**Wiring by layer**

The bar under the picture is 20 µm long. Only two layers are drawn.
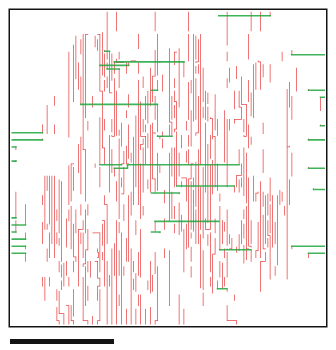
**Clock routing**

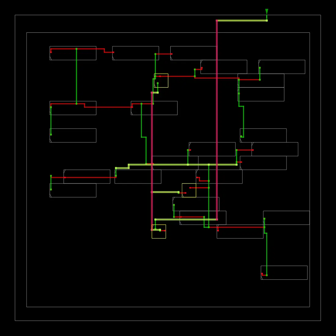
**config.mk**
```make
export PLATFORM = sky130hd
export DESIGN_NAME = pipe_hazard_ctrl
export DESIGN_NICKNAME = d
export VERILOG_FILES = /design/src/rtl/mips_pipe_pkg.sv /design/src/rtl/hazard_detect.sv /design/src/rtl/pipe_hazard_ctrl.sv
export SDC_FILE = /design/constraint.sdc
export NUM_CORES = 1
export LEC_CHECK = 0
export ABC_AREA = 1
export CORE_MARGIN = 2
export CORE_UTILIZATION = 54
export CTS_BUF_LIST = sky130_fd_sc_hd__clkbuf_4
export DETAILED_ROUTE_END_ITERATION = 6
export HOLD_SLACK_MARGIN = 0.08
export PLACE_DENSITY = 0.95
export SLEW_MARGIN = 20
export SYNTH_ARGS = -nofsm -noshare
export SYNTH_HDL_FRONTEND = slang
export SYNTH_SLANG_ARGS = --single-unit
```
**constraint.sdc**
```tcl
create_clock -name clk -period 3 [get_ports clk]
set_input_delay 0.3 -clock clk [delete_from_list [all_inputs] [get_ports clk]]
set_output_delay 0.3 -clock clk [all_outputs]
set_load 0.005 [all_outputs]
```
**src/rtl/mips_pipe_pkg.sv**
```systemverilog
// Shared definitions for the MIPS pipeline control path: controller states,
// the register-control bundle and its canned settings.
package mips_pipe_pkg;

    typedef enum logic [1:0] {
        ST_DRAIN    = 2'd0,
        ST_RUN      = 2'd1,
        ST_MEM_WAIT = 2'd2,
        ST_HALT     = 2'd3
    } pipe_state_t;

    localparam logic [4:0]  REG_ZERO = 5'd0;
    localparam logic [31:0] NOP_WORD = 32'b0;

    // One load enable and one flush per pipeline register, plus the PC enable.
    typedef struct packed {
        logic pc_en;
        logic ifid_en;
        logic idex_en;
        logic exmem_en;
        logic ifid_flush;
        logic idex_flush;
        logic exmem_flush;
    } pipe_ctrl_t;

    localparam pipe_ctrl_t CTRL_RUN    = '{1'b1, 1'b1, 1'b1, 1'b1, 1'b0, 1'b0, 1'b0};
    localparam pipe_ctrl_t CTRL_DRAIN  = '{1'b0, 1'b0, 1'b0, 1'b0, 1'b1, 1'b1, 1'b1};
    localparam pipe_ctrl_t CTRL_FROZEN = '{1'b0, 1'b0, 1'b0, 1'b0, 1'b0, 1'b0, 1'b0};
    // Load-use: hold PC and IF/ID, push a bubble into ID/EX, let the load advance.
    localparam pipe_ctrl_t CTRL_BUBBLE = '{1'b0, 1'b0, 1'b0, 1'b1, 1'b0, 1'b1, 1'b0};
    // Taken branch: squash the two younger wrong-path instructions.
    localparam pipe_ctrl_t CTRL_BRANCH = '{1'b1, 1'b0, 1'b0, 1'b1, 1'b1, 1'b1, 1'b0};

    // Normal-flow decode when memory is not holding the pipeline.
    function automatic pipe_ctrl_t run_decode(input logic branch, input logic load_use);
        pipe_ctrl_t c;
        if (branch)
            c = CTRL_BRANCH;
        else if (load_use)
            c = CTRL_BUBBLE;
        else
            c = CTRL_RUN;
        return c;
    endfunction

endpackage

```
**src/rtl/hazard_detect.sv**
```systemverilog
// Combinational load-use comparator: the load in EX writes a register that
// the instruction in ID is about to read.
module hazard_detect
    import mips_pipe_pkg::*;
(
    input  logic [4:0] id_rs,
    input  logic [4:0] id_rt,
    input  logic       id_uses_rt,
    input  logic       ex_memread,
    input  logic [4:0] ex_rt,
    output logic       hit
);

    logic rs_match;
    logic rt_match;

    assign rs_match = (ex_rt == id_rs);
    assign rt_match = id_uses_rt && (ex_rt == id_rt);

    // $zero is never really written, so a load targeting it creates no dependency.
    assign hit = ex_memread && (ex_rt != REG_ZERO) && (rs_match || rt_match);

endmodule

```
**src/rtl/pipe_hazard_ctrl.sv**
```systemverilog
// Stall/flush controller for the IF/ID, ID/EX and EX/MEM registers: load-use
// bubbles, branch squash, and a bounded freeze while data memory is busy.
module pipe_hazard_ctrl
    import mips_pipe_pkg::*;
#(
    parameter int S           = 32,
    parameter int MEM_TIMEOUT = 16,
    parameter int CW          = 16
) (
    input  logic          clk,
    input  logic          reset,
    input  logic [4:0]    id_rs,
    input  logic [4:0]    id_rt,
    input  logic          id_uses_rt,
    input  logic          ex_memread,
    input  logic [4:0]    ex_rt,
    input  logic          ex_branch,
    input  logic          mem_req,
    input  logic          mem_ready,
    output logic          pc_en,
    output logic          ifid_en,
    output logic          idex_en,
    output logic          exmem_en,
    output logic          ifid_flush,
    output logic          idex_flush,
    output logic          exmem_flush,
    output logic [CW-1:0] stall_cnt,
    output logic          mem_err,
    output pipe_state_t   fsm_state
);

    localparam int WW = $clog2(MEM_TIMEOUT + 1);
    localparam logic [WW-1:0] TIMEOUT_VAL = WW'(MEM_TIMEOUT);

    if (MEM_TIMEOUT < 2 || S < 1) begin : g_param_check
        $error("pipe_hazard_ctrl: MEM_TIMEOUT must be >= 2 and S >= 1");
    end

    pipe_state_t   state;
    pipe_state_t   state_nx;
    logic [WW-1:0] wait_cnt;
    logic [WW-1:0] wait_nx;
    logic [WW-1:0] wait_inc;
    logic          err_set;
    logic          load_use;
    pipe_ctrl_t    ctrl;

    hazard_detect u_hazard_detect (
        .id_rs      (id_rs),
        .id_rt      (id_rt),
        .id_uses_rt (id_uses_rt),
        .ex_memread (ex_memread),
        .ex_rt      (ex_rt),
        .hit        (load_use)
    );

    assign wait_inc = wait_cnt + 1'b1;

    always_ff @(posedge clk or posedge reset) begin
        if (reset) begin
            state    <= ST_DRAIN;
            wait_cnt <= '0;
        end else begin
            state    <= state_nx;
            wait_cnt <= wait_nx;
        end
    end

    always_comb begin
        state_nx = state;
        wait_nx  = wait_cnt;
        err_set  = 1'b0;
        ctrl     = CTRL_DRAIN;
        case (state)
            ST_DRAIN: begin
                state_nx = ST_RUN;
            end
            ST_RUN: begin
                if (mem_req && !mem_ready) begin
                    ctrl     = CTRL_FROZEN;
                    wait_nx  = WW'(1);
                    state_nx = ST_MEM_WAIT;
                end else begin
                    ctrl = run_decode(ex_branch, load_use);
                end
            end
            ST_MEM_WAIT: begin
                // Branch/load-use held in the frozen stages are acted on at release.
                if (mem_ready) begin
                    ctrl     = run_decode(ex_branch, load_use);
                    wait_nx  = '0;
                    state_nx = ST_RUN;
                end else begin
                    ctrl    = CTRL_FROZEN;
                    wait_nx = wait_inc;
                    if (wait_inc == TIMEOUT_VAL) begin
                        err_set  = 1'b1;
                        state_nx = ST_HALT;
                    end
                end
            end
            ST_HALT: begin
                ctrl = CTRL_FROZEN;
            end
            default: begin
                state_nx = ST_DRAIN;
            end
        endcase
    end

    always_ff @(posedge clk or posedge reset) begin
        if (reset) begin
            mem_err <= 1'b0;
        end else if (err_set) begin
            mem_err <= 1'b1;
        end
    end

    // Counts frozen-PC cycles in normal operation; DRAIN is reset recovery, not a stall.
    always_ff @(posedge clk or posedge reset) begin
        if (reset) begin
            stall_cnt <= '0;
        end else if (!ctrl.pc_en && state != ST_DRAIN && stall_cnt != '1) begin
            stall_cnt <= stall_cnt + 1'b1;
        end
    end

    assign pc_en       = ctrl.pc_en;
    assign ifid_en     = ctrl.ifid_en;
    assign idex_en     = ctrl.idex_en;
    assign exmem_en    = ctrl.exmem_en;
    assign ifid_flush  = ctrl.ifid_flush;
    assign idex_flush  = ctrl.idex_flush;
    assign exmem_flush = ctrl.exmem_flush;
    assign fsm_state   = state;

endmodule
```
==> run notes <==
run results: Final Hold Vio Count 0, vias in the first global route 1625, Largest Register stall_cnt, Logic pwr share 54.6%, RR Startpoint fsm_state[1], Setup CP Type reg -> out, Core Rows 20, setup TNS 0 ns, Distinct lib cells used 24, post-CTS sizing 0, outcome complete, no violations, CP Cell Sequence inv_1 > ha_1 > o21a_1 > a21oi_1 > nor2_1 > nand2_2 > inv_1 > clkdlybuf4s50_1, ys async rst share 100%, Seq/Total Area, Yosys 34.7%, Inserted Diodes 0, Top cell area share 34.7%, Chip Area, Yosys 1730 µm², syn_nets 277, yosys simple share 34.7%, CP max-delay cell clkdlybuf4s50_1, synthesized area 1730 µm², Commonest flop dfrtp_1, clk ins delay skew pair 0.32 ns, Worst Tran Pin Value 0.903 ns, Core Area 3050 µm², crit end category output port, vias per cell 5.00, reg2reg setup slack 0.94 ns, final net count 326, top cell family by delay on the critical path buffers and inverters, most frequent cells in the layout 80 x nand2_1, 47 x clkdlybuf4s50_1, 36 x inv_1, fin crit share 83.1%, min cycle time layout 2.49 ns, overall routing resource usage 23.5%, TritonCTS clock tree built, Max VDD drop 0.000214 V, ANT nets after route 0, Levels on crit path 8, share of layout cells above drive strength 1 3.06%, switching share of power 43.0%, syn_area_per_cell 7.01 µm², EDFF count, synth 0, cell taking the most area after synthesis dfrtp_1, io pins 48, DIE WIDTH 60.6 µm, area grow syn2layout 30.4%, sequential share of power 34.4%, Worst Path Arrival 2.19 ns, Slew HR 39.7%, ys cells 247, worst setup path start fsm_state[1], DRT Pass-1 Iters 4, Clock Skew 0.00369 ns, drc violations 0, Crit Reg-Reg Endpoint stall_cnt[14], initial antenna violation count 0, Worst EP required 2.70 ns, Log Warnings 31, # clock sinks 24, setup bufs post-CTS 0, Final Setup Violations 0, HPWL after DPL 3060 µm, #FFs+latches synth 24, CTS root buf clkbuf_4, Buffers on Ports 47, htree depth 1, most used logic cell in the final layout nand2_1, AO/OA Area Share 6.72%, most instantiated cells after synthesis 80 x nand2_1, 36 x inv_1, 26 x nand3_1, die area 3670 µm², Power Sequential 462 µW, first-pass GRT wire length 6580 µm, leakage power 0.00113 µW, Fmax achieved 401 MHz, mux share 0%, Max Root-Sink Buffers 2, Dominant comb cell simple AND/OR/NAND/NOR gates
Back to the opening pictures, 'wiring by layer':
met2: marked red, wire length 1990 µm. met3: marked green, wire length 170 µm.
routed length per instance: 11.6 µm
WL final: 3930 µm
via count: 1689

Back to the opening pictures, 'clock routing':
clock buf count: 3
clk pwr: 148 µW
flop count: 24
CTS Buf Count: 3

## area by class of cell
class                      instances  area (µm²)
timing repair buffer              48         478
clock buffer                       3        22.5
inverter                          36         135
sequential                        24         601
fill                             247         796
multi-input combinational        183         966
tap                               44        55.1
## metrics by stage
step | total power (µW) | std cells | util [%] | cell area [µm²]
final | 1340 | 338 | 73.9 | 2260
after global routing | 1440 | 338 | 73.9 | 2260
after CTS | 1340 | 338 | 73.9 | 2260
after detailed placement | 1190 | 335 | 73.2 | 2230
after global placement | 1170 | 335 | 73.2 | 2230
after floorplan | 902 | 247 | - | 1730
## routing by layer
metal,vias to the layer above,GRT usage [%],share of wire [%]
met2,50,41.6,51
met3,5,2.13,4.3
li1,866,-,-
met4,0,11.2,1.7
met5,-,0,0
met1,768,28.7,43
Power figures rest on the tool's default switching activity, not on a simulated workload.
